$ cat src/rtl/cam_seq_pkg.sv
// ---------------------------------------------------------------------------
// cam_seq_pkg
// Shared types and constants for the OV7670 power-up register sequencer.
//   state_t      : sequencer FSM states
//   reg_entry_t  : one register-table entry {addr, data}
//   END_MARKER   : table address that terminates the sequence
//   DELAY_MARKER : table address whose data byte is a delay in delay units
// ---------------------------------------------------------------------------
package cam_seq_pkg;

  typedef enum logic [2:0] {
    ST_RST_HOLD,
    ST_SETTLE,
    ST_FETCH,
    ST_DECODE,
    ST_WAIT_RESP,
    ST_DELAY,
    ST_DONE,
    ST_ERROR
  } state_t;

  typedef struct packed {
    logic [7:0] addr;
    logic [7:0] data;
  } reg_entry_t;

  localparam logic [7:0] END_MARKER   = 8'hFF;
  localparam logic [7:0] DELAY_MARKER = 8'hF0;

  function automatic reg_entry_t mk_entry(input logic [7:0] a, input logic [7:0] d);
    reg_entry_t e;
    e.addr = a;
    e.data = d;
    return e;
  endfunction

endpackage

$ cat src/rtl/cam_reg_rom.sv
// ---------------------------------------------------------------------------
// cam_reg_rom
// Register table for the camera sequencer, read synchronously (one cycle
// from addr_i to entry_o).
//   clk_i   in  1      system clock
//   addr_i  in  IDX_W  table index
//   entry_o out 16     {addr, data} of the entry at the previous cycle's index
// TEST_ROM=0 selects the OV7670 RGB444/VGA bring-up table; TEST_ROM=1 selects
// a short 4-entry table used for simulation. Unlisted indices read as the end
// marker, so running off the end of a table always stops the sequencer.
// ---------------------------------------------------------------------------
module cam_reg_rom
  import cam_seq_pkg::*;
#(
  parameter int ROM_DEPTH = 128,
  parameter bit TEST_ROM  = 1'b0
) (
  input  logic                         clk_i,
  input  logic [$clog2(ROM_DEPTH)-1:0] addr_i,
  output reg_entry_t                   entry_o
);

  reg_entry_t r_entry;

  function automatic reg_entry_t test_table(input int idx);
    case (idx)
      0:       return mk_entry(8'h12, 8'h80);
      1:       return mk_entry(8'hF0, 8'h02);
      2:       return mk_entry(8'h11, 8'h01);
      default: return mk_entry(8'hFF, 8'hFF);
    endcase
  endfunction

  // Soft reset, 10 ms wait, then RGB444 output at VGA with a sane colour
  // matrix, gamma curve and automatic exposure/gain/white balance.
  function automatic reg_entry_t ov7670_table(input int idx);
    case (idx)
      0:       return mk_entry(8'h12, 8'h80);
      1:       return mk_entry(8'hF0, 8'h0A);
      2:       return mk_entry(8'h12, 8'h04);
      3:       return mk_entry(8'h11, 8'h01);
      4:       return mk_entry(8'h0C, 8'h00);
      5:       return mk_entry(8'h3E, 8'h00);
      6:       return mk_entry(8'h04, 8'h00);
      7:       return mk_entry(8'h8C, 8'h02);
      8:       return mk_entry(8'h40, 8'hD0);
      9:       return mk_entry(8'h3A, 8'h04);
      10:      return mk_entry(8'h14, 8'h18);
      11:      return mk_entry(8'h4F, 8'hB3);
      12:      return mk_entry(8'h50, 8'hB3);
      13:      return mk_entry(8'h51, 8'h00);
      14:      return mk_entry(8'h52, 8'h3D);
      15:      return mk_entry(8'h53, 8'hA7);
      16:      return mk_entry(8'h54, 8'hE4);
      17:      return mk_entry(8'h58, 8'h9E);
      18:      return mk_entry(8'h3D, 8'hC0);
      19:      return mk_entry(8'h17, 8'h14);
      20:      return mk_entry(8'h18, 8'h02);
      21:      return mk_entry(8'h32, 8'h80);
      22:      return mk_entry(8'h19, 8'h03);
      23:      return mk_entry(8'h1A, 8'h7B);
      24:      return mk_entry(8'h03, 8'h0A);
      25:      return mk_entry(8'h0F, 8'h41);
      26:      return mk_entry(8'h1E, 8'h00);
      27:      return mk_entry(8'h33, 8'h0B);
      28:      return mk_entry(8'h3C, 8'h78);
      29:      return mk_entry(8'h69, 8'h00);
      30:      return mk_entry(8'h74, 8'h00);
      31:      return mk_entry(8'hB0, 8'h84);
      32:      return mk_entry(8'hB1, 8'h0C);
      33:      return mk_entry(8'hB2, 8'h0E);
      34:      return mk_entry(8'hB3, 8'h80);
      35:      return mk_entry(8'h70, 8'h3A);
      36:      return mk_entry(8'h71, 8'h35);
      37:      return mk_entry(8'h72, 8'h11);
      38:      return mk_entry(8'h73, 8'hF0);
      39:      return mk_entry(8'hA2, 8'h02);
      40:      return mk_entry(8'h13, 8'hE7);
      41:      return mk_entry(8'h6F, 8'h9F);
      default: return mk_entry(8'hFF, 8'hFF);
    endcase
  endfunction

  // Registered read: the sequencer spends one FETCH cycle waiting for this.
  always_ff @(posedge clk_i) begin
    if (TEST_ROM) begin
      r_entry <= test_table(int'(addr_i));
    end else begin
      r_entry <= ov7670_table(int'(addr_i));
    end
  end

  assign entry_o = r_entry;

endmodule

$ cat src/rtl/cam_reg_sequencer.sv
// ---------------------------------------------------------------------------
// cam_reg_sequencer
// Power-up configuration sequencer for the OV7670: holds the camera in reset,
// waits for the sensor to settle, then walks the register table issuing one
// SCCB write per entry through a req/ack handshake, honouring delay entries.
//   clk_i        in  1   system clock
//   reset_i      in  1   asynchronous active-low reset
//   start_i      in  1   pulse; restarts the sequence from DONE/ERROR
//   wr_req_o     out 1   write request to the SCCB master
//   wr_addr_o    out 8   register address, valid while wr_req_o=1
//   wr_data_o    out 8   register data, valid while wr_req_o=1
//   wr_ack_i     in  1   pulse: write ACKed
//   wr_nack_i    in  1   pulse: write NACKed (wins over a same-cycle ack)
//   reset_cmos_o out 1   camera reset pin, active-low
//   busy_o       out 1   sequence in progress
//   done_o       out 1   table completed; sticky until restart
//   error_o      out 1   write failed; sticky until restart
//   index_o      out IDX current table index
// Build option CAM_SEQ_RETRY_EN: a NACKed write is re-issued up to
// MAX_RETRIES times before giving up; without it the first NACK is fatal.
// TEST_ROM selects the short simulation table in cam_reg_rom.
// ---------------------------------------------------------------------------
module cam_reg_sequencer
  import cam_seq_pkg::*;
#(
  parameter int RESET_HOLD_CYCLES = 100_000,
  parameter int SETTLE_CYCLES     = 1_000_000,
  parameter int DELAY_UNIT_CYCLES = 100_000,
  parameter int ROM_DEPTH         = 128,
`ifdef CAM_SEQ_RETRY_EN
  parameter int MAX_RETRIES       = 3,
`endif
  parameter bit TEST_ROM          = 1'b0
) (
  input  logic                         clk_i,
  input  logic                         reset_i,
  input  logic                         start_i,
  output logic                         wr_req_o,
  output logic [7:0]                   wr_addr_o,
  output logic [7:0]                   wr_data_o,
  input  logic                         wr_ack_i,
  input  logic                         wr_nack_i,
  output logic                         reset_cmos_o,
  output logic                         busy_o,
  output logic                         done_o,
  output logic                         error_o,
  output logic [$clog2(ROM_DEPTH)-1:0] index_o
);

  localparam int IDX_W     = $clog2(ROM_DEPTH);
  localparam int MAX_DELAY = 255 * DELAY_UNIT_CYCLES;
  localparam int MAX_A     = (RESET_HOLD_CYCLES > SETTLE_CYCLES) ? RESET_HOLD_CYCLES : SETTLE_CYCLES;
  localparam int MAX_LOAD  = (MAX_A > MAX_DELAY) ? MAX_A : MAX_DELAY;
  localparam int CNT_W     = $clog2(MAX_LOAD + 1);
  localparam logic [IDX_W-1:0] LAST_IDX = IDX_W'(ROM_DEPTH - 1);

  state_t            r_state, w_state_n;
  logic [CNT_W-1:0]  r_count, w_count_n;
  logic [IDX_W-1:0]  r_index, w_index_n;
  logic [7:0]        r_addr, w_addr_n;
  logic [7:0]        r_data, w_data_n;
  logic              w_advance;
  reg_entry_t        w_entry;

`ifdef CAM_SEQ_RETRY_EN
  localparam int RTRY_W = $clog2(MAX_RETRIES + 1);
  logic [RTRY_W-1:0] r_retry, w_retry_n;
`endif

  cam_reg_rom #(
    .ROM_DEPTH (ROM_DEPTH),
    .TEST_ROM  (TEST_ROM)
  ) u_rom (
    .clk_i   (clk_i),
    .addr_i  (r_index),
    .entry_o (w_entry)
  );

  // State and datapath registers. The one down-counter is reused for the
  // reset hold, the settle time and table delays, since they never overlap.
  always_ff @(posedge clk_i or negedge reset_i) begin
    if (!reset_i) begin
      r_state <= ST_RST_HOLD;
      r_count <= CNT_W'(RESET_HOLD_CYCLES - 1);
      r_index <= '0;
      r_addr  <= '0;
      r_data  <= '0;
`ifdef CAM_SEQ_RETRY_EN
      r_retry <= '0;
`endif
    end else begin
      r_state <= w_state_n;
      r_count <= w_count_n;
      r_index <= w_index_n;
      r_addr  <= w_addr_n;
      r_data  <= w_data_n;
`ifdef CAM_SEQ_RETRY_EN
      r_retry <= w_retry_n;
`endif
    end
  end

  // Next-state logic. w_advance marks "this entry is finished": step to the
  // next one, or stop at the last table slot rather than wrapping the index.
  always_comb begin
    w_state_n = r_state;
    w_count_n = r_count;
    w_index_n = r_index;
    w_addr_n  = r_addr;
    w_data_n  = r_data;
    w_advance = 1'b0;
`ifdef CAM_SEQ_RETRY_EN
    w_retry_n = r_retry;
`endif

    case (r_state)
      ST_RST_HOLD: begin
        if (r_count == '0) begin
          w_state_n = ST_SETTLE;
          w_count_n = CNT_W'(SETTLE_CYCLES - 1);
        end else begin
          w_count_n = r_count - 1'b1;
        end
      end

      ST_SETTLE: begin
        if (r_count == '0) begin
          w_state_n = ST_FETCH;
        end else begin
          w_count_n = r_count - 1'b1;
        end
      end

      ST_FETCH: begin
`ifdef CAM_SEQ_RETRY_EN
        w_retry_n = '0;
`endif
        w_state_n = ST_DECODE;
      end

      ST_DECODE: begin
        if (w_entry.addr == END_MARKER) begin
          w_state_n = ST_DONE;
        end else if (w_entry.addr == DELAY_MARKER) begin
          if (w_entry.data == 8'h00) begin
            w_advance = 1'b1;
          end else begin
            w_count_n = CNT_W'(w_entry.data) * CNT_W'(DELAY_UNIT_CYCLES) - 1'b1;
            w_state_n = ST_DELAY;
          end
        end else begin
          w_addr_n  = w_entry.addr;
          w_data_n  = w_entry.data;
          w_state_n = ST_WAIT_RESP;
        end
      end

      ST_WAIT_RESP: begin
        // A nack is checked first so a simultaneous ack/nack counts as a nack.
        if (wr_nack_i) begin
`ifdef CAM_SEQ_RETRY_EN
          // Going back through DECODE drops the request for one cycle and
          // re-raises it with the same ROM entry, which is still on entry_o.
          if (r_retry < RTRY_W'(MAX_RETRIES)) begin
            w_retry_n = r_retry + 1'b1;
            w_state_n = ST_DECODE;
          end else begin
            w_state_n = ST_ERROR;
          end
`else
          w_state_n = ST_ERROR;
`endif
        end else if (wr_ack_i) begin
          w_advance = 1'b1;
        end
      end

      ST_DELAY: begin
        if (r_count == '0) begin
          w_advance = 1'b1;
        end else begin
          w_count_n = r_count - 1'b1;
        end
      end

      ST_DONE, ST_ERROR: begin
        if (start_i) begin
          w_index_n = '0;
          w_count_n = CNT_W'(RESET_HOLD_CYCLES - 1);
          w_state_n = ST_RST_HOLD;
        end
      end

      default: begin
        w_state_n = ST_RST_HOLD;
        w_count_n = CNT_W'(RESET_HOLD_CYCLES - 1);
      end
    endcase

    if (w_advance) begin
      if (r_index == LAST_IDX) begin
        w_state_n = ST_DONE;
      end else begin
        w_index_n = r_index + 1'b1;
        w_state_n = ST_FETCH;
      end
    end
  end

  // Outputs decode straight from the state register so an asynchronous reset
  // drops the request and pulls the camera reset low without a clock edge.
  assign reset_cmos_o = (r_state != ST_RST_HOLD);
  assign wr_req_o     = (r_state == ST_WAIT_RESP);
  assign wr_addr_o    = r_addr;
  assign wr_data_o    = r_data;
  assign done_o       = (r_state == ST_DONE);
  assign error_o      = (r_state == ST_ERROR);
  assign busy_o       = !((r_state == ST_DONE) || (r_state == ST_ERROR));
  assign index_o      = r_index;

endmodule
$ cat config.mk
export PLATFORM = sky130hd
export DESIGN_NAME = cam_reg_sequencer
export DESIGN_NICKNAME = d
export VERILOG_FILES = /design/src/rtl/cam_seq_pkg.sv /design/src/rtl/cam_reg_rom.sv /design/src/rtl/cam_reg_sequencer.sv
export SDC_FILE = /design/constraint.sdc
export NUM_CORES = 1
export LEC_CHECK = 0
export CORE_ASPECT_RATIO = 0.9
export CORE_MARGIN = 5
export CORE_UTILIZATION = 48
export CTS_BUF_LIST = sky130_fd_sc_hd__clkbuf_4 sky130_fd_sc_hd__clkbuf_8
export DETAILED_ROUTE_END_ITERATION = 10
export PLACE_DENSITY = 0.73
export SYNTH_ARGS = -nofsm -noshare
export SYNTH_HDL_FRONTEND = slang
export SYNTH_HIERARCHICAL = 1
export SYNTH_SLANG_ARGS = --single-unit
$ cat constraint.sdc
create_clock -name clk_i -period 4.6 [get_ports clk_i]
set_input_delay 0.69 -clock clk_i [delete_from_list [all_inputs] [get_ports clk_i]]
set_output_delay 0.69 -clock clk_i [all_outputs]
set_load 0.1 [all_outputs]
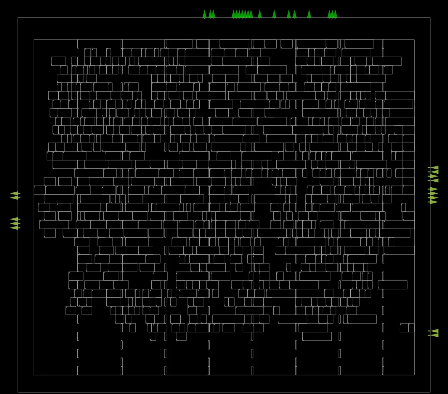
Fig. 1. Cell outlines without signal wires (run 1).
Placeable Area: 12800 um2
proportion of cell area occupied by registers: 22.9%
number of cell rows: 39

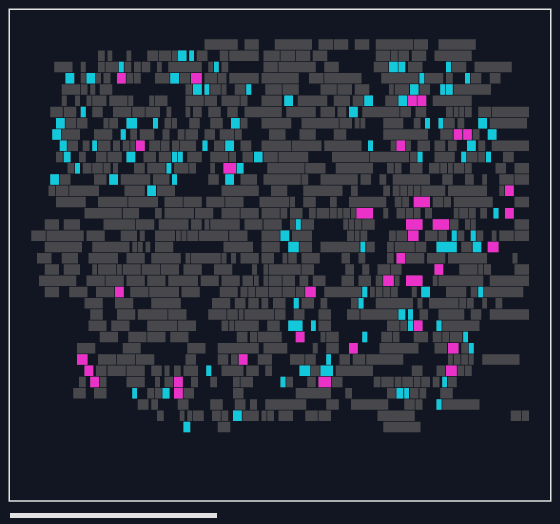
Fig. 2. Logic cells by family (run 1).
The bar under the picture is 50 um long.
| colour | family | cells | most used |
|---|---|---|---|
| magenta | AND and OR gates | 35 | or2_2 |
| cyan | NAND gates | 91 | nand2_1 |
most common cell after layout, fill and taps aside: sky130_fd_sc_hd__ha_1
final instance count without filler cells: 901
Comb area share: 63.6%

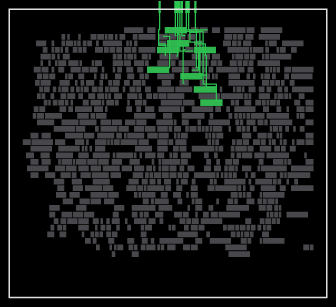
Fig. 3. Wires at chosen ports, followed through buffers (run 1).
| colour | port | bits | direction | edge | end cells | buffers | wire |
|---|---|---|---|---|---|---|---|
| green | `wr_addr_o` | 8 | output | north | 8 | 8 | 311 um |
I/O pins: 33
Port Buffer Count: 32

==> results_slide.txt, run 1 <==
Run Summary

Synth
  • Mean Syn Cell Area: 8.91 um2
  • Distinct lib cells: 92
  • Chip area from the yosys synthesis statistics: 6280 um2
  • Cell taking the most area after synthesis: sky130_fd_sc_hd__dfrtp_1
  • Post-synthesis mux area share: 4.20%
  • Synth cell count leaders: sky130_fd_sc_hd__ha_1, sky130_fd_sc_hd__nor2_1, sky130_fd_sc_hd__o21ai_0
  • Leading post-synthesis cells by cell area: sky130_fd_sc_hd__dfrtp_1, sky130_fd_sc_hd__ha_1, sky130_fd_sc_hd__dfxtp_1, sky130_fd_sc_hd__dfstp_2, sky130_fd_sc_hd__o21ai_0
  • Net count entering floorplan: 790
  • Area share of the leading cell type in the synthesized netlist: 16.3%

Worst setup path
  • Crit. End Element: flop
  • Worst flop-to-flop path endpoint: r_count[24]
  • Critical Path RT: 4.87 ns
  • Cell with the most instances on the worst path: sky130_fd_sc_hd__ha_1
  • Slowest Stage Delay on Critical Path: 0.49 ns
  • Crit-path leading delay family: adder cells
  • Slowest library cell on the worst path: sky130_fd_sc_hd__fa_1
  • Length in cells of the worst reg-to-reg path: 15
  • Critical-path cell list: ha_1, ha_1, inv_1, fa_1, inv_1, fa_1, ha_1, a211oi_4, nor2_1, xor2_1, nor4_4, nand3_2, nor4b_4, a31oi_1, o31ai_1

Clocking
  • Post-CTS setup buffers: 0
  • TritonCTS Buffers: 9
  • Clock Tree Root: sky130_fd_sc_hd__clkbuf_8
  • Clock buffer depth: 2
  • Clk slew on worst S/H paths: 0.08 ns
  • Hold buffer count at cts: 0
  • Depth of the CTS H-tree: 3
  • Skew-Pair Late Insertion Delay: 0.36 ns

Cells and area
  • Cell type taking the most area: logic gates
  • Non-clk bufs: 46
  • Share of layout cells above drive strength 1: 14.4%
  • Register area: 1610 um2
  • Tally of clock buffers in the finished layout: 11
  • Sequential cell count: 67
  • Comb_multi_in: 579
  • Final-stage net count: 817

Power and ir drop
  • Max IR drop VDD: 0.000147 V
  • Net switching power: 0.240 mW
  • Areal power density over the cells: 163 nW/um2
  • Internal Pwr Total: 0.906 mW

Drt
  • Total wire length: 16800 um
  • Vias per cell: 6.35
  • Met2 WL: 7670 um
  • TritonRoute pass-1 iters: 6
  • Detail Route Antenna Nets: 0
  • DR WL/cell: 18.6 um
  • Length of routed wiring on met1: 7930 um

STA
  • Number of setup violations in the final report: 0
  • Final Hold Vio Count: 0
  • Minimum clock period after layout: 4.38 ns
  • Setup TNS: 0 ns
  • Transition time at the pin with the least slew margin: 1.01 ns
  • Post-layout period usage of the worst path: 95.2%
  • Peak Freq: 228 MHz

Flow run
  • Number of violations of the max-capacitance limit: 0
  • Number of warnings in the stage logs: 39

Placed design
  • Placer congestion estimate: 0.935
  • HPWL after detailed placement: 12400 um

Outcome
  • Status: finished clean

Hold path
  • Path category of the worst min-delay check: in -> async

Global routing
  • Total routing usage reported by global routing: 22.1%
  • GRT Max-Usage Layer: met2
  • Overall overflow remaining after global route: 0

Die
  • Area of the chip: 15500 um2
  • Die extent in y: 119 um
-- run 1: how the worst max path moves through the flow --
stage | from | to | slack, ns | cells after the start
after floorplan | u_rom/entry_o[2] | r_count[24] | 0.44 | 15
after global placement | u_rom/entry_o[6] | r_count[24] | 0.26 | 14
after detailed placement | u_rom/entry_o[2] | r_count[24] | 0.09 | 15
after CTS | u_rom/entry_o[2] | r_count[24] | 0.08 | 15
after global routing | u_rom/entry_o[4] | r_count[15] | -0.01 | 14
final | u_rom/entry_o[2] | r_count[24] | 0.22 | 15
-- run 1: state kept, by name (all words and copies together) (netlist names) --
name and count:
wr_addr_o 8, r_count 25, wr_data_o 8, r_state 3
index_o 7, u_rom/entry_o 16
--- run 2 (diff from run 1) ---
clock period = 4.7 ns   (was 4.6 ns; I/O delays follow)
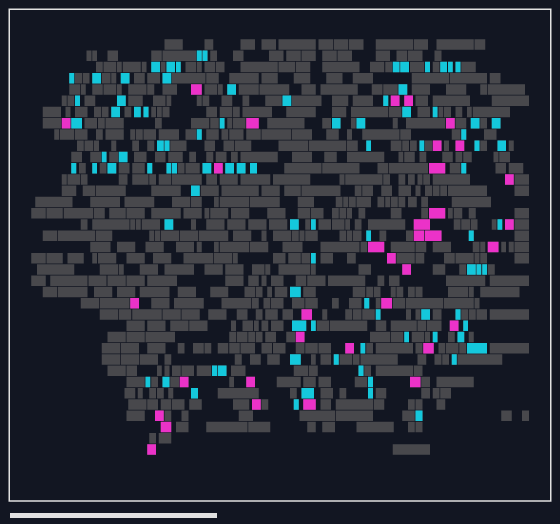
Fig. 4. Logic cells by family (run 2).
The bar under the picture is 50 um long.
| colour | family | cells | most used |
|---|---|---|---|
| cyan | NAND gates | 91 | nand2_1 |
| magenta | AND and OR gates | 35 | or2_2 |
final instance count without filler cells: 900
Comb area share: 63.8%

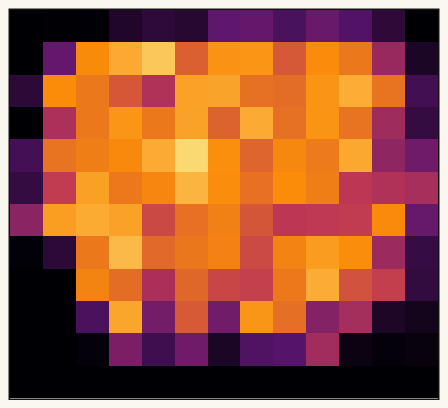
Fig. 5. Cell density map (run 2).
13 x 12 tiles, from black (low) to pale yellow (high), 0 to 100% covered.
mean over tiles: 44%
fullest tile: 92%
densest ninth of the die: centre
emptiest ninth of the die: south-west
nearly empty tiles: 19%
tiles over 75% full: 18%
final cell utilization of the core: 54.9%
fp util: 49.1%

==> results_slide.txt, run 2 <==
Run Summary

Power and ir drop
  • Internal Pwr Total: 0.857 mW
  • Portion of total power attributed to sequential cells: 52.8%
  • Areal power density over the cells: 155 nW/um2

Clocking
  • Clk slew on worst S/H paths: 0.07 ns
  • Depth of the CTS H-tree: 3
  • Hold buffer count at cts: 0
  • Skew-Pair Late Insertion Delay: 0.37 ns
  • Clock Tree Root: sky130_fd_sc_hd__clkbuf_8
  • Clock buffer depth: 2
  • TritonCTS Buffers: 9

Worst setup path
  • Crit. End Element: flop
  • Length in cells of the worst reg-to-reg path: 15
  • Slowest Stage Delay on Critical Path: 0.50 ns
  • Slowest library cell on the worst path: sky130_fd_sc_hd__fa_1
  • CP Capture Point: r_count[23]
  • Cell with the most instances on the worst path: sky130_fd_sc_hd__ha_1
  • Crit-path leading delay family: adder cells
  • Critical-path cell list: ha_1, ha_1, inv_1, fa_1, inv_1, fa_1, ha_1, a211oi_4, nor2_1, xor2_1, nor4_1, and3_1, nand4b_1, xnor2_1, o221ai_1
  • Total number of cells along the worst setup path: 15

Die
  • Die extent in y: 119 um
  • Area of the chip: 15500 um2
  • Number of cell rows: 39
  • I/O pins: 33
  • Placeable Area: 12800 um2

Drt
  • Met2 WL: 7590 um
  • Total wire length: 16700 um
  • Detail Route Antenna Nets: 0
  • Length of routed wiring on met1: 7750 um
  • TritonRoute pass-1 iters: 5
  • DR WL/cell: 18.5 um

Synth
  • Net count entering floorplan: 790
  • Mean Syn Cell Area: 8.91 um2
  • Cell taking the most area after synthesis: sky130_fd_sc_hd__dfrtp_1
  • Leading post-synthesis cells by cell area: sky130_fd_sc_hd__dfrtp_1, sky130_fd_sc_hd__ha_1, sky130_fd_sc_hd__dfxtp_1, sky130_fd_sc_hd__dfstp_2, sky130_fd_sc_hd__o21ai_0
  • Chip area from the yosys synthesis statistics: 6280 um2
  • Post-synthesis mux area share: 4.20%
  • Area share of the leading cell type in the synthesized netlist: 16.3%
  • Distinct lib cells: 92

Cells and area
  • Register ranked first by flip-flop count: r_count
  • Tally of clock buffers in the finished layout: 12
  • Most common cell after layout, fill and taps aside: sky130_fd_sc_hd__ha_1
  • Final-stage net count: 816
  • Sequential cell count: 67
  • Non-clk bufs: 45
  • Register area: 1610 um2
  • Number of flip-flops under the largest register name: 25
  • Share of layout cells above drive strength 1: 14.0%

STA
  • Transition time at the pin with the least slew margin: 1.00 ns
  • Final Hold Vio Count: 0
  • Number of setup violations in the final report: 0
  • Minimum clock period after layout: 4.46 ns
  • Peak Freq: 224 MHz
  • Setup TNS: 0 ns

Global routing
  • Overall overflow remaining after global route: 0
  • GRT Max-Usage Layer: met2
  • Total routing usage reported by global routing: 21.6%

Placed design
  • HPWL after detailed placement: 12200 um
  • Port Buffer Count: 32
  • Placer congestion estimate: 0.958

Hold path
  • Path category of the worst min-delay check: in -> async

Outcome
  • Status: finished clean

Flow run
  • Number of warnings in the stage logs: 39
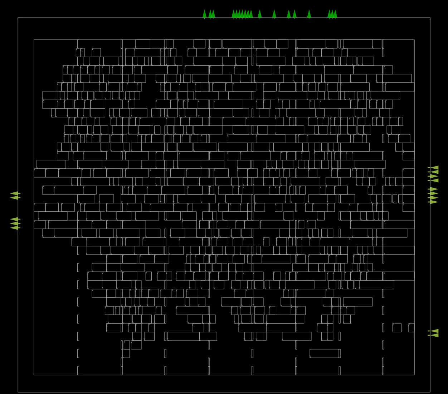
Fig. 6. Cell outlines without signal wires (run 2).
# fillers: 1147
proportion of cell area occupied by registers: 22.9%

-- run 2: cell count changes in the layout (fill, tap and decap cells not counted), sizes merged --
cell / previous run / this run
buf: 15 / 14
bufinv: 2 / 1
clkbuf: 11 / 12
clkinv: 2 / 3
clkinvlp: 1 / 0
-- run 2: worst min path at each step --
stage                   end  slack (ns)  depth (start not counted)
2_1_floorplan    index_o[0]        0.41                          0
3_3_place_gp   wr_addr_o[5]        0.48                          1
3_5_place_dp   wr_addr_o[5]        0.48                          1
4_1_cts         r_count[23]        0.48                          2
5_1_grt         r_count[23]        0.51                          2
6_report        r_count[21]        0.47                          2
-- run 2: what timing repair did --
item	in CTS	in global routing
buffers inserted	0	1
gates resized	0	11
setup endpoints to repair	0	6
Power and IR drop assume default switching activity.
